File: config.mk
export PLATFORM = sky130hd
export DESIGN_NAME = cpu_output_fifo
export DESIGN_NICKNAME = d
export VERILOG_FILES = /design/src/rtl/cpu_output_pkg.sv /design/src/rtl/fifo_storage.sv /design/src/rtl/cpu_output_fifo.sv
export SDC_FILE = /design/constraint.sdc
export NUM_CORES = 1
export LEC_CHECK = 0
export CAP_MARGIN = 15
export CORE_ASPECT_RATIO = 1.25
export CORE_MARGIN = 5
export CORE_UTILIZATION = 51
export CTS_CLUSTER_SIZE = 10
export DETAILED_ROUTE_END_ITERATION = 10
export HOLD_SLACK_MARGIN = 0.12
export PLACE_DENSITY = 0.86
export SLEW_MARGIN = 10
export SYNTH_ARGS = -nofsm -noshare
export SYNTH_HDL_FRONTEND = slang
export SYNTH_SLANG_ARGS = --single-unit
File: constraint.sdc
create_clock -name clock -period 3.1 [get_ports clock]
set_input_delay 0.62 -clock clock [delete_from_list [all_inputs] [get_ports clock]]
set_output_delay 0.62 -clock clock [all_outputs]
set_load 0.01 [all_outputs]
File: src/rtl/cpu_output_pkg.sv
//------------------------------------------------------------------------------
// Module   : cpu_output_pkg
// Brief    : Shared constants, count type and saturating helper for the
//            CPU output FIFO.
// Revision : 1.0 - initial release
//------------------------------------------------------------------------------
`default_nettype none

package cpu_output_pkg;

    localparam int OUT_WIDTH  = 16;
    localparam int OUT_DEPTH  = 8;
    localparam int DROP_WIDTH = 8;

    typedef logic [$clog2(OUT_DEPTH):0] count_t;

    // Increments value, holding at the all-ones value of a width-bit counter.
    function automatic logic [31:0] satInc(input logic [31:0] value, input int width);
        logic [31:0] maxVal;
        maxVal = (width >= 32) ? 32'hFFFF_FFFF : ((32'd1 << width) - 32'd1);
        return (value >= maxVal) ? maxVal : (value + 32'd1);
    endfunction

endpackage

`default_nettype wire

File: src/rtl/fifo_storage.sv
//------------------------------------------------------------------------------
// Module   : fifo_storage
// Brief    : DEPTH x WIDTH register array, one synchronous write port and one
//            asynchronous read port; no reset on the contents.
// Revision : 1.0 - initial release
//------------------------------------------------------------------------------
`default_nettype none

module fifo_storage #(
    parameter  int WIDTH    = 16,
    parameter  int DEPTH    = 8,
    localparam int PTRWIDTH = $clog2(DEPTH)
) (
    input  logic                clock,
    input  logic                we,
    input  logic [PTRWIDTH-1:0] waddr,
    input  logic [WIDTH-1:0]    wdata,
    input  logic [PTRWIDTH-1:0] raddr,
    output logic [WIDTH-1:0]    rdata
);

    logic [WIDTH-1:0] r_mem [DEPTH];

    always_ff @(posedge clock) begin
        if (we) begin
            r_mem[waddr] <= wdata;
        end
    end

    assign rdata = r_mem[raddr];

endmodule

`default_nettype wire

File: src/rtl/cpu_output_fifo.sv
//------------------------------------------------------------------------------
// Module   : cpu_output_fifo
// Brief    : First-word-fall-through buffer between the CPU result strobe and a
//            valid/ready consumer, with occupancy, near-full hint and drop log.
// Revision : 1.0 - initial release
//------------------------------------------------------------------------------
`default_nettype none

module cpu_output_fifo
    import cpu_output_pkg::*;
#(
    parameter  int WIDTH     = OUT_WIDTH,
    parameter  int DEPTH     = OUT_DEPTH,
    parameter  int DROPWIDTH = DROP_WIDTH,
    localparam int PTRWIDTH  = $clog2(DEPTH)
) (
    input  logic                 clock,
    input  logic                 reset,
    input  logic                 outFlag,
    input  logic [WIDTH-1:0]     out,
    output logic [WIDTH-1:0]     dataOut,
    output logic                 dataValid,
    input  logic                 dataReady,
    output logic [PTRWIDTH:0]    count,
    output logic                 full,
    output logic                 almostFull,
    output logic                 overflow,
    output logic [DROPWIDTH-1:0] dropCount,
    input  logic                 clearOverflow
);

    localparam logic [PTRWIDTH:0]    c_COUNT_FULL   = (PTRWIDTH+1)'(DEPTH);
    localparam logic [PTRWIDTH:0]    c_COUNT_ALMOST = (PTRWIDTH+1)'(DEPTH - 1);
    localparam logic [PTRWIDTH:0]    c_COUNT_ONE    = (PTRWIDTH+1)'(1);
    localparam logic [PTRWIDTH-1:0]  c_PTR_ONE      = PTRWIDTH'(1);
    localparam logic [DROPWIDTH-1:0] c_DROP_ONE     = DROPWIDTH'(1);

    logic [PTRWIDTH-1:0]  r_wrPtr;
    logic [PTRWIDTH-1:0]  r_rdPtr;
    logic [PTRWIDTH:0]    r_count;
    logic                 r_overflow;
    logic [DROPWIDTH-1:0] r_dropCount;

    logic                 w_empty;
    logic                 w_full;
    logic                 w_pop;
    logic                 w_pushAccept;
    logic                 w_drop;
    logic [WIDTH-1:0]     w_rdata;
    logic [DROPWIDTH-1:0] w_dropNext;

    // Status comes only from the registered count, keeping outFlag/dataReady
    // off any combinational path to the flags.
    assign w_empty      = (r_count == '0);
    assign w_full       = (r_count == c_COUNT_FULL);
    assign w_pop        = !w_empty && dataReady;
    assign w_pushAccept = outFlag && (!w_full || w_pop);
    assign w_drop       = outFlag && w_full && !w_pop;
    assign w_dropNext   = DROPWIDTH'(satInc(32'(r_dropCount), DROPWIDTH));

    fifo_storage #(
        .WIDTH (WIDTH),
        .DEPTH (DEPTH)
    ) u_storage (
        .clock (clock),
        .we    (w_pushAccept),
        .waddr (r_wrPtr),
        .wdata (out),
        .raddr (r_rdPtr),
        .rdata (w_rdata)
    );

    always_ff @(posedge clock or posedge reset) begin
        if (reset) begin
            r_wrPtr <= '0;
            r_rdPtr <= '0;
            r_count <= '0;
        end else begin
            if (w_pushAccept) begin
                r_wrPtr <= r_wrPtr + c_PTR_ONE;
            end
            if (w_pop) begin
                r_rdPtr <= r_rdPtr + c_PTR_ONE;
            end
            if (w_pushAccept && !w_pop) begin
                r_count <= r_count + c_COUNT_ONE;
            end else if (w_pop && !w_pushAccept) begin
                r_count <= r_count - c_COUNT_ONE;
            end
        end
    end

    // A drop in the same cycle as a clear is counted after the clear.
    always_ff @(posedge clock or posedge reset) begin
        if (reset) begin
            r_overflow  <= 1'b0;
            r_dropCount <= '0;
        end else if (clearOverflow) begin
            r_overflow  <= w_drop;
            r_dropCount <= w_drop ? c_DROP_ONE : '0;
        end else if (w_drop) begin
            r_overflow  <= 1'b1;
            r_dropCount <= w_dropNext;
        end
    end

    // Storage is never reset, so the head word is masked while empty.
    assign dataOut    = w_empty ? '0 : w_rdata;
    assign dataValid  = !w_empty;
    assign count      = r_count;
    assign full       = w_full;
    assign almostFull = (r_count >= c_COUNT_ALMOST);
    assign overflow   = r_overflow;
    assign dropCount  = r_dropCount;

endmodule

`default_nettype wire
### Sequential cells grouped by signal name

Scale: 4 px per µm. Other sequential cells in the stronger gray, the rest of the logic in the fainter gray.
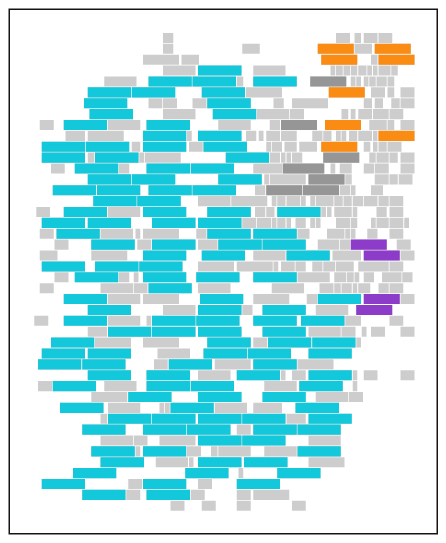
Key: purple = `count` [flops 4, where east]; orange = `dropCount` [flops 8, where north-east]; cyan = `u_storage.r_mem` [flops 128]
Another 7 sequential cells are not colored.

### Cell outlines without signal wires

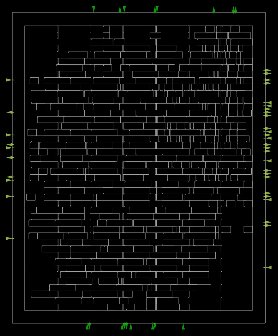
count of standard-cell rows: 44
number of fill cells: 734
final instance count without filler cells: 559
fin util: 65.0%

### Wiring heat map

Scale: 3 px per µm. The die is cut into 21 by 26 equal tiles; dark blue is low, red is high, scaled to the fullest tile. Values are wire area over tile area, all layers added.
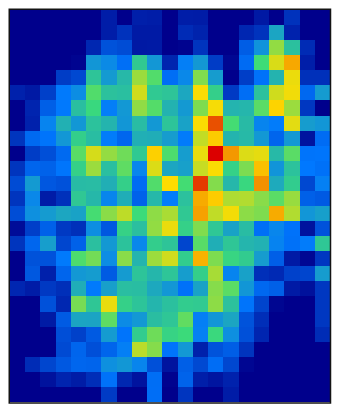
The fullest tile reaches 0.51. 20% of the tiles are nearly empty. The mean over all tiles is 0.14. 17% of the tiles are over half the peak. The emptiest ninth of the die: south-east. The densest ninth of the die: center.

==> flow_metrics.rpt <==
RUN METRICS
----------------------------------------------------
[Run status]
  Run status ........................ finished clean

[Global route]
  Global-route track usage on met1 ........................ between 20% and 30%
  GRT Resource Usage Total ........................ 18.9%
  Via count of the first global-routing pass ........................ ~3,400
  Remaining Overflow, GRT ........................ 0

[Setup path]
  R2R cell count ........................ 10
  Largest delay share family, worst path ........................ buffers and inverters
  Startpoint Class ........................ register
  Source of the critical timing path ........................ r_rdPtr[0]$_DFFE_PP0P_
  Terminus of the critical flop-to-flop path ........................ count[3]$_DFFE_PP0P_

[Power]
  Sequential group power ........................ approximately 2.6 mW
  Part of the total power dissipated in combinational logic ........................ ~36%
  VDD IR-drop max ........................ 562 µV

[Final layout]
  Commonest non-fill, non-tap cell in the layout ........................ sky130_fd_sc_hd__edfxtp_1

[Timing]
  Maximum clock frequency ........................ roughly 330 MHz
  Final sum of negative setup slack ........................ 0 ps
  Final worst-path cycle share ........................ a little over nine tenths

[Floorplanning]
  Die Footprint ........................ around 14,000 µm²

[Drt]
  Initial detailed-routing violation count ........................ approximately 280
  Routed length on met2 ........................ 6.51 mm

[Clock tree]
  CTS buffer count ........................ 17
  Clock edge transition at the registers on the reported setup and hold paths ........................ approximately 60 ps
  CTS tree ........................ yes

[Place]
  Placed Cells incl. Taps ........................ ~520

[Logic synthesis]
  Area fraction of the dominant cell type after synthesis ........................ roughly 65%

----------------------------------------------------
[what timing repair did]
item                                   in CTS  in global routing
endpoints found under the hold margin       0                  0
setup endpoints to repair                  10                  2
hold buffers                                0                  0
resized                                     1                  6
buffers inserted                            2                  7
[worst register-to-register path, delay by kind of cell (launching register included)]
kind,cells,cell delay (ps)
flip-flops,1,370
AND-OR/OR-AND,5,1210
AND/OR/NAND/NOR,1,600
buffers and inverters,2,180
adder cells (fa/ha/maj),2,440
[final cells by class]
type / count / area [µm²] / share of cell area, %
Multi-Input combinational cell: 153 / 1580 / 21.1
Clock inverter: 6 / 32.5 / 0.435
Timing Repair Buffer: 82 / 778 / 10.4
Tap cell: 138 / 173 / 2.31
Clock buffer: 26 / 574 / 7.67
Inverter: 7 / 26.3 / 0.351
Sequential cell: 147 / 4320 / 57.8
Power is estimated from default activity; no workload was simulated.
